===== config.mk =====
export PLATFORM = sky130hd
export DESIGN_NAME = pending_request_dispatcher_flat
export DESIGN_NICKNAME = d
export VERILOG_FILES = /design/src/rtl/pending_request_dispatcher_pkg.sv /design/src/rtl/pending_request_dispatcher_if.sv /design/src/rtl/pending_request_dispatcher_priority_encoder.sv /design/src/rtl/pending_request_dispatcher.sv /design/src/flat_wrapper.sv
export SDC_FILE = /design/constraint.sdc
export NUM_CORES = 1
export LEC_CHECK = 0
export CORE_MARGIN = 2
export CORE_UTILIZATION = 40
export DETAILED_ROUTE_END_ITERATION = 6
export PLACE_DENSITY = 0.73
export SETUP_SLACK_MARGIN = 0.5
export SYNTH_ARGS = -nofsm -noshare
export SYNTH_HDL_FRONTEND = slang
export SYNTH_HIERARCHICAL = 1
export SYNTH_SLANG_ARGS = --single-unit

===== constraint.sdc =====
create_clock -name clk -period 3.4 [get_ports clk]
set_input_delay 0.68 -clock clk [delete_from_list [all_inputs] [get_ports clk]]
set_output_delay 0.68 -clock clk [all_outputs]
set_load 0.05 [all_outputs]

===== src/rtl/pending_request_dispatcher_pkg.sv =====
// -----------------------------------------------------------------------------
// prd_pkg
// Shared declarations for the pending request dispatcher:
//   - prd_state_e : two-state dispatcher FSM encoding (IDLE / OFFER)
//   - idx_width() : width of a binary source index, never less than 1 bit
// -----------------------------------------------------------------------------
package prd_pkg;

  typedef enum logic [0:0] {
    ST_IDLE  = 1'b0,
    ST_OFFER = 1'b1
  } prd_state_e;

  // A single source still needs one index bit so od_bin is never zero-width.
  function automatic int idx_width(input int width);
    if (width > 1) begin
      return $clog2(width);
    end else begin
      return 1;
    end
  endfunction

endpackage


===== src/rtl/pending_request_dispatcher_if.sv =====
// -----------------------------------------------------------------------------
// pending_request_dispatcher_if
// Bundles the request side and the offer/handshake side of the dispatcher.
//   id_req     : per-source set event (1 sets pending bit)
//   id_mask    : per-source dispatch eligibility
//   id_flush   : synchronous clear of all pending bits and the offer
//   id_ready   : consumer accepts the current offer
//   od_valid   : offer valid
//   od_bin     : offered source index
//   od_filt    : offered source one-hot
//   od_pending : registered pending vector
//   od_drop    : one-cycle pulse when a request hit an already pending bit
// Modports:
//   master : event source / consumer side (drives id_*, observes od_*)
//   slave  : dispatcher side (observes id_*, drives od_*)
// -----------------------------------------------------------------------------
interface pending_request_dispatcher_if
  import prd_pkg::*;
#(
  parameter int WIDTH   = 32,
  parameter int WIDTH_W = idx_width(WIDTH)
) ();

  logic [WIDTH-1:0]   id_req;
  logic [WIDTH-1:0]   id_mask;
  logic               id_flush;
  logic               id_ready;
  logic               od_valid;
  logic [WIDTH_W-1:0] od_bin;
  logic [WIDTH-1:0]   od_filt;
  logic [WIDTH-1:0]   od_pending;
  logic               od_drop;

  modport master (
    output id_req, id_mask, id_flush, id_ready,
    input  od_valid, od_bin, od_filt, od_pending, od_drop
  );

  modport slave (
    input  id_req, id_mask, id_flush, id_ready,
    output od_valid, od_bin, od_filt, od_pending, od_drop
  );

endinterface


===== src/rtl/pending_request_dispatcher_priority_encoder.sv =====
// -----------------------------------------------------------------------------
// priority_encoder
// Purely combinational highest-index-wins encoder.
//   id_cand  in  WIDTH    candidate vector
//   od_valid out 1        any candidate present
//   od_bin   out WIDTH_W  index of the highest set candidate (0 if none)
//   od_filt  out WIDTH    one-hot of the winner (0 if none)
// -----------------------------------------------------------------------------
module priority_encoder
  import prd_pkg::*;
#(
  parameter int WIDTH   = 32,
  parameter int WIDTH_W = idx_width(WIDTH)
) (
  input  logic [WIDTH-1:0]   id_cand,
  output logic               od_valid,
  output logic [WIDTH_W-1:0] od_bin,
  output logic [WIDTH-1:0]   od_filt
);

  localparam logic [WIDTH-1:0] LP_ONE = WIDTH'(1'b1);

  logic [WIDTH_W-1:0] w_bin;

  // Ascending scan: a later (higher) set bit overrides earlier ones.
  always_comb begin
    w_bin = {WIDTH_W{1'b0}};
    for (int i = 0; i < WIDTH; i++) begin
      if (id_cand[i]) begin
        w_bin = WIDTH_W'(i);
      end else begin
        w_bin = w_bin;
      end
    end
  end

  assign od_valid = |id_cand;
  assign od_bin   = w_bin;
  assign od_filt  = od_valid ? (LP_ONE << w_bin) : {WIDTH{1'b0}};

endmodule


===== src/rtl/pending_request_dispatcher.sv =====
// -----------------------------------------------------------------------------
// pending_request_dispatcher
// Captures sticky request events from WIDTH sources, arbitrates the masked
// pending set by fixed priority (highest index wins) and presents the winner
// on a valid/ready handshake. The winner's pending bit clears on acceptance.
//   clk    in  1   clock, all state on the rising edge
//   rst_n  in  1   asynchronous active-low reset
//   bus    slave modport of pending_request_dispatcher_if
//          (id_req, id_mask, id_flush, id_ready in;
//           od_valid, od_bin, od_filt, od_pending, od_drop out)
// All outputs come straight from registers.
// -----------------------------------------------------------------------------
module pending_request_dispatcher
  import prd_pkg::*;
#(
  parameter int WIDTH   = 32,
  parameter int WIDTH_W = idx_width(WIDTH)
) (
  input  logic                         clk,
  input  logic                         rst_n,
  pending_request_dispatcher_if.slave  bus
);

  prd_state_e         r_state;
  prd_state_e         w_state_nxt;
  logic [WIDTH-1:0]   r_pending;
  logic [WIDTH-1:0]   w_pending_nxt;
  logic               r_valid;
  logic [WIDTH_W-1:0] r_bin;
  logic [WIDTH-1:0]   r_filt;
  logic               r_drop;
  logic               w_drop_nxt;

  logic               w_accept;
  logic [WIDTH-1:0]   w_accept_oh;
  logic [WIDTH-1:0]   w_cand;
  logic               w_enc_valid;
  logic [WIDTH_W-1:0] w_enc_bin;
  logic [WIDTH-1:0]   w_enc_filt;
  logic               w_load;
  logic               w_clear;

  assign w_accept    = r_valid & bus.id_ready;
  assign w_accept_oh = w_accept ? r_filt : {WIDTH{1'b0}};

  // Excluding the accepted bit lets the same term serve both the idle scan
  // and the back-to-back re-arbitration on acceptance.
  assign w_cand = r_pending & bus.id_mask & ~w_accept_oh;

  priority_encoder #(
    .WIDTH   (WIDTH),
    .WIDTH_W (WIDTH_W)
  ) u_enc (
    .id_cand  (w_cand),
    .od_valid (w_enc_valid),
    .od_bin   (w_enc_bin),
    .od_filt  (w_enc_filt)
  );

  // Pending update: flush beats a new event, a new event beats acceptance.
  always_comb begin
    w_pending_nxt = r_pending;
    if (bus.id_flush) begin
      w_pending_nxt = {WIDTH{1'b0}};
    end else begin
      w_pending_nxt = (r_pending & ~w_accept_oh) | bus.id_req;
    end
  end

  // A request landing on a bit that stays pending is coalesced and flagged.
  always_comb begin
    w_drop_nxt = 1'b0;
    if (bus.id_flush) begin
      w_drop_nxt = 1'b0;
    end else begin
      w_drop_nxt = |(bus.id_req & r_pending & ~w_accept_oh);
    end
  end

  // Dispatcher next-state and offer load/clear decisions.
  always_comb begin
    w_state_nxt = r_state;
    w_load      = 1'b0;
    w_clear     = 1'b0;
    case (r_state)
      ST_IDLE: begin
        if (bus.id_flush) begin
          w_clear     = 1'b1;
          w_state_nxt = ST_IDLE;
        end else if (w_enc_valid) begin
          w_load      = 1'b1;
          w_state_nxt = ST_OFFER;
        end else begin
          w_clear     = 1'b1;
          w_state_nxt = ST_IDLE;
        end
      end
      ST_OFFER: begin
        if (bus.id_flush) begin
          w_clear     = 1'b1;
          w_state_nxt = ST_IDLE;
        end else if (w_accept && w_enc_valid) begin
          w_load      = 1'b1;
          w_state_nxt = ST_OFFER;
        end else if (w_accept) begin
          w_clear     = 1'b1;
          w_state_nxt = ST_IDLE;
        end else begin
          // Unaccepted offer is held stable regardless of mask/pending churn.
          w_state_nxt = ST_OFFER;
        end
      end
      default: begin
        w_clear     = 1'b1;
        w_state_nxt = ST_IDLE;
      end
    endcase
  end

  // FSM state register.
  always_ff @(posedge clk or negedge rst_n) begin
    if (!rst_n) begin
      r_state <= ST_IDLE;
    end else begin
      r_state <= w_state_nxt;
    end
  end

  // Pending vector and drop pulse registers.
  always_ff @(posedge clk or negedge rst_n) begin
    if (!rst_n) begin
      r_pending <= {WIDTH{1'b0}};
      r_drop    <= 1'b0;
    end else begin
      r_pending <= w_pending_nxt;
      r_drop    <= w_drop_nxt;
    end
  end

  // Offer registers: load a new winner, clear when idle, otherwise hold.
  always_ff @(posedge clk or negedge rst_n) begin
    if (!rst_n) begin
      r_valid <= 1'b0;
      r_bin   <= {WIDTH_W{1'b0}};
      r_filt  <= {WIDTH{1'b0}};
    end else if (w_load) begin
      r_valid <= 1'b1;
      r_bin   <= w_enc_bin;
      r_filt  <= w_enc_filt;
    end else if (w_clear) begin
      r_valid <= 1'b0;
      r_bin   <= {WIDTH_W{1'b0}};
      r_filt  <= {WIDTH{1'b0}};
    end else begin
      r_valid <= r_valid;
      r_bin   <= r_bin;
      r_filt  <= r_filt;
    end
  end

  assign bus.od_valid   = r_valid;
  assign bus.od_bin     = r_bin;
  assign bus.od_filt    = r_filt;
  assign bus.od_pending = r_pending;
  assign bus.od_drop    = r_drop;

endmodule

===== src/flat_wrapper.sv =====
// flat-port wrapper written by rule: the top's interface ports become plain ports
module pending_request_dispatcher_flat import prd_pkg::*;
#(
  parameter int WIDTH   = 32,
  parameter int WIDTH_W = idx_width(WIDTH)
)
  (clk, rst_n, bus_id_req, bus_id_mask, bus_id_flush, bus_id_ready, bus_od_valid, bus_od_bin, bus_od_filt, bus_od_pending, bus_od_drop);
  pending_request_dispatcher_if #(.WIDTH(WIDTH), .WIDTH_W(WIDTH_W)) bus_i ();
  input  logic clk;
  input  logic rst_n;
  input wire logic [$bits(bus_i.id_req)-1:0] bus_id_req;
  input wire logic [$bits(bus_i.id_mask)-1:0] bus_id_mask;
  input wire logic [$bits(bus_i.id_flush)-1:0] bus_id_flush;
  input wire logic [$bits(bus_i.id_ready)-1:0] bus_id_ready;
  output wire logic [$bits(bus_i.od_valid)-1:0] bus_od_valid;
  output wire logic [$bits(bus_i.od_bin)-1:0] bus_od_bin;
  output wire logic [$bits(bus_i.od_filt)-1:0] bus_od_filt;
  output wire logic [$bits(bus_i.od_pending)-1:0] bus_od_pending;
  output wire logic [$bits(bus_i.od_drop)-1:0] bus_od_drop;
  assign bus_i.id_req = bus_id_req;
  assign bus_i.id_mask = bus_id_mask;
  assign bus_i.id_flush = bus_id_flush;
  assign bus_i.id_ready = bus_id_ready;
  assign bus_od_valid = bus_i.od_valid;
  assign bus_od_bin = bus_i.od_bin;
  assign bus_od_filt = bus_i.od_filt;
  assign bus_od_pending = bus_i.od_pending;
  assign bus_od_drop = bus_i.od_drop;
  pending_request_dispatcher #(.WIDTH(WIDTH), .WIDTH_W(WIDTH_W)) u_core (.clk(clk), .rst_n(rst_n), .bus(bus_i));
endmodule

==> impl_metrics.env <==
# physical design summary
export IMPL_ys_flops=72
export IMPL_slew_violations=0
export IMPL_synthCells=412
export IMPL_clk_path_buf_depth=2
export IMPL_grt_ovfl_total=0
export IMPL_worstMarginPinSlew_ns=0.527
export IMPL_cap_violations=0
export IMPL_grt_busiest_layer="met2"
export IMPL_hold_ws_ns=0.270
export IMPL_syn_cell_area_mm2=0.00382
export IMPL_clockRootBuffer="clkbuf_8"
export IMPL_crit_buf_inv=1
export IMPL_nets=675
export IMPL_grt_first_pass_wirelength_um=22000
export IMPL_antennaDiodeCount=0
export IMPL_rows=35
export IMPL_combPwrFrac_pct=32.7
export IMPL_warnings=27
export IMPL_crit_end="u_core/bus.od_filt[10]"
export IMPL_end_kind="flop"
export IMPL_xor_share_pct=0
export IMPL_drive_gt1_share_pct=20.6
export IMPL_top_layer="met4"
export IMPL_avgRoutedWirePerCell_um=19.6
export IMPL_die_area_mm2=0.0104
export IMPL_post_route_util_pct=66.6
export IMPL_ctsHoldBuffers=0
export IMPL_p_leak_nw=2.65
export IMPL_drt_first_pass_iters=4
export IMPL_status="finished clean"
export IMPL_r2r_start="u_core/bus.od_valid"
export IMPL_nFillCells=744
export IMPL_seq_power_mw=0.943
export IMPL_yosysUniqueCellTypes=45
export IMPL_power_switching_mw=0.903
export IMPL_mux_share_pct=0
export IMPL_m1WireLength_um=6100
export IMPL_synth_nets=480
export IMPL_internal_power_mw=1.51
export IMPL_final_area_mm2=0.00615
export IMPL_maxPowerGroup="sequential cells"
export IMPL_ys_sh_adder_pct=0
export IMPL_fin_cells=741
export IMPL_crit_chain="and2_4 -> nand2_1 -> and3_1 -> or4_1 -> a211oi_2 -> o21ai_2 -> buf_12 -> nor4_1 -> a22o_1"
export IMPL_powerClk_mw=0.684
export IMPL_crit_type="reg2reg"
export IMPL_final_cell_mix="136 x clkdlybuf4s50_1, 71 x dfrtp_1, 65 x buf_4, 44 x nand3_1, 43 x nor2_1"
export IMPL_antenna_left=0
export IMPL_lay_top_count="clkdlybuf4s50_1"
export IMPL_ys_cells=412
export IMPL_p_seq_share_pct=39.0
export IMPL_post_place_cells=720
export IMPL_io_buffers=138
export IMPL_hold_violations=0
export IMPL_drc=0
export IMPL_logic_family="simple AND/OR/NAND/NOR gates"
export IMPL_relSlewSlack_pct=64.8
export IMPL_grt_use_total_pct=28.1
export IMPL_worst_r2r_setup_slack_ns=0.55
## area by class of cell
class                   count  area, um^2  area share [%]
well taps                 129         161            2.62
clock buffers               9         124            2.01
inverters                   8        32.5           0.529
flip-flops and latches     72        1810            29.4
multi-input cells         307        1990            32.3
repair buffers            209        1970            32.1
clock inverters             7        66.3            1.08
## repair_timing
item,4_1_cts,5_1_grt
hold endpoints to repair,0,0
pin swaps,0,2
cloned,1,0
gates resized,14,10
endpoints found under the setup margin,39,38
setup buffers,2,2
## worst reg2reg max path: cells and delay by family (launching register included)
kind / cells / cell delay (ns)
AND/OR/NAND/NOR: 5 / 1.58
buffers and inverters: 1 / 0.18
flip-flops: 1 / 0.49
AND-OR/OR-AND: 3 / 0.56
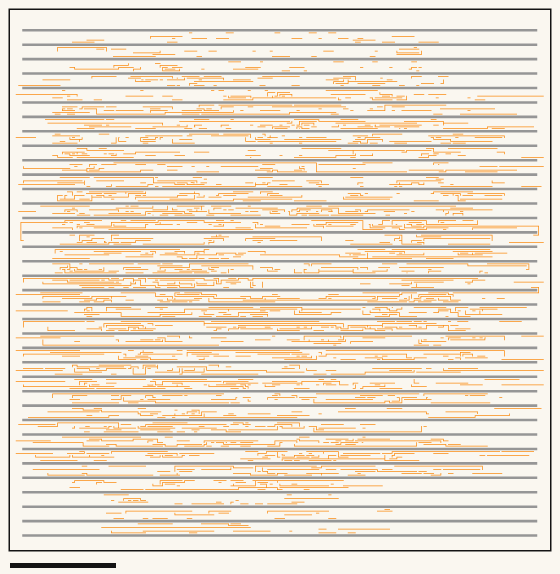
Figure 1: met1 routing.
Scale bar: 20 um. Supply wires on this layer in grey.
nets with wire on the layer	595
main direction	horizontal
vias: 4256
grt met1 use: 38.2%
WL final: 14500 um

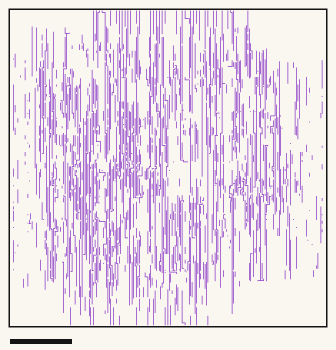
Figure 2: M2 wires.
Scale bar: 20 um.
share of all routed wire	46%
longest straight run	53.0 um
wire length on this layer	6680 um
met2 usage in global routing: 43.9%

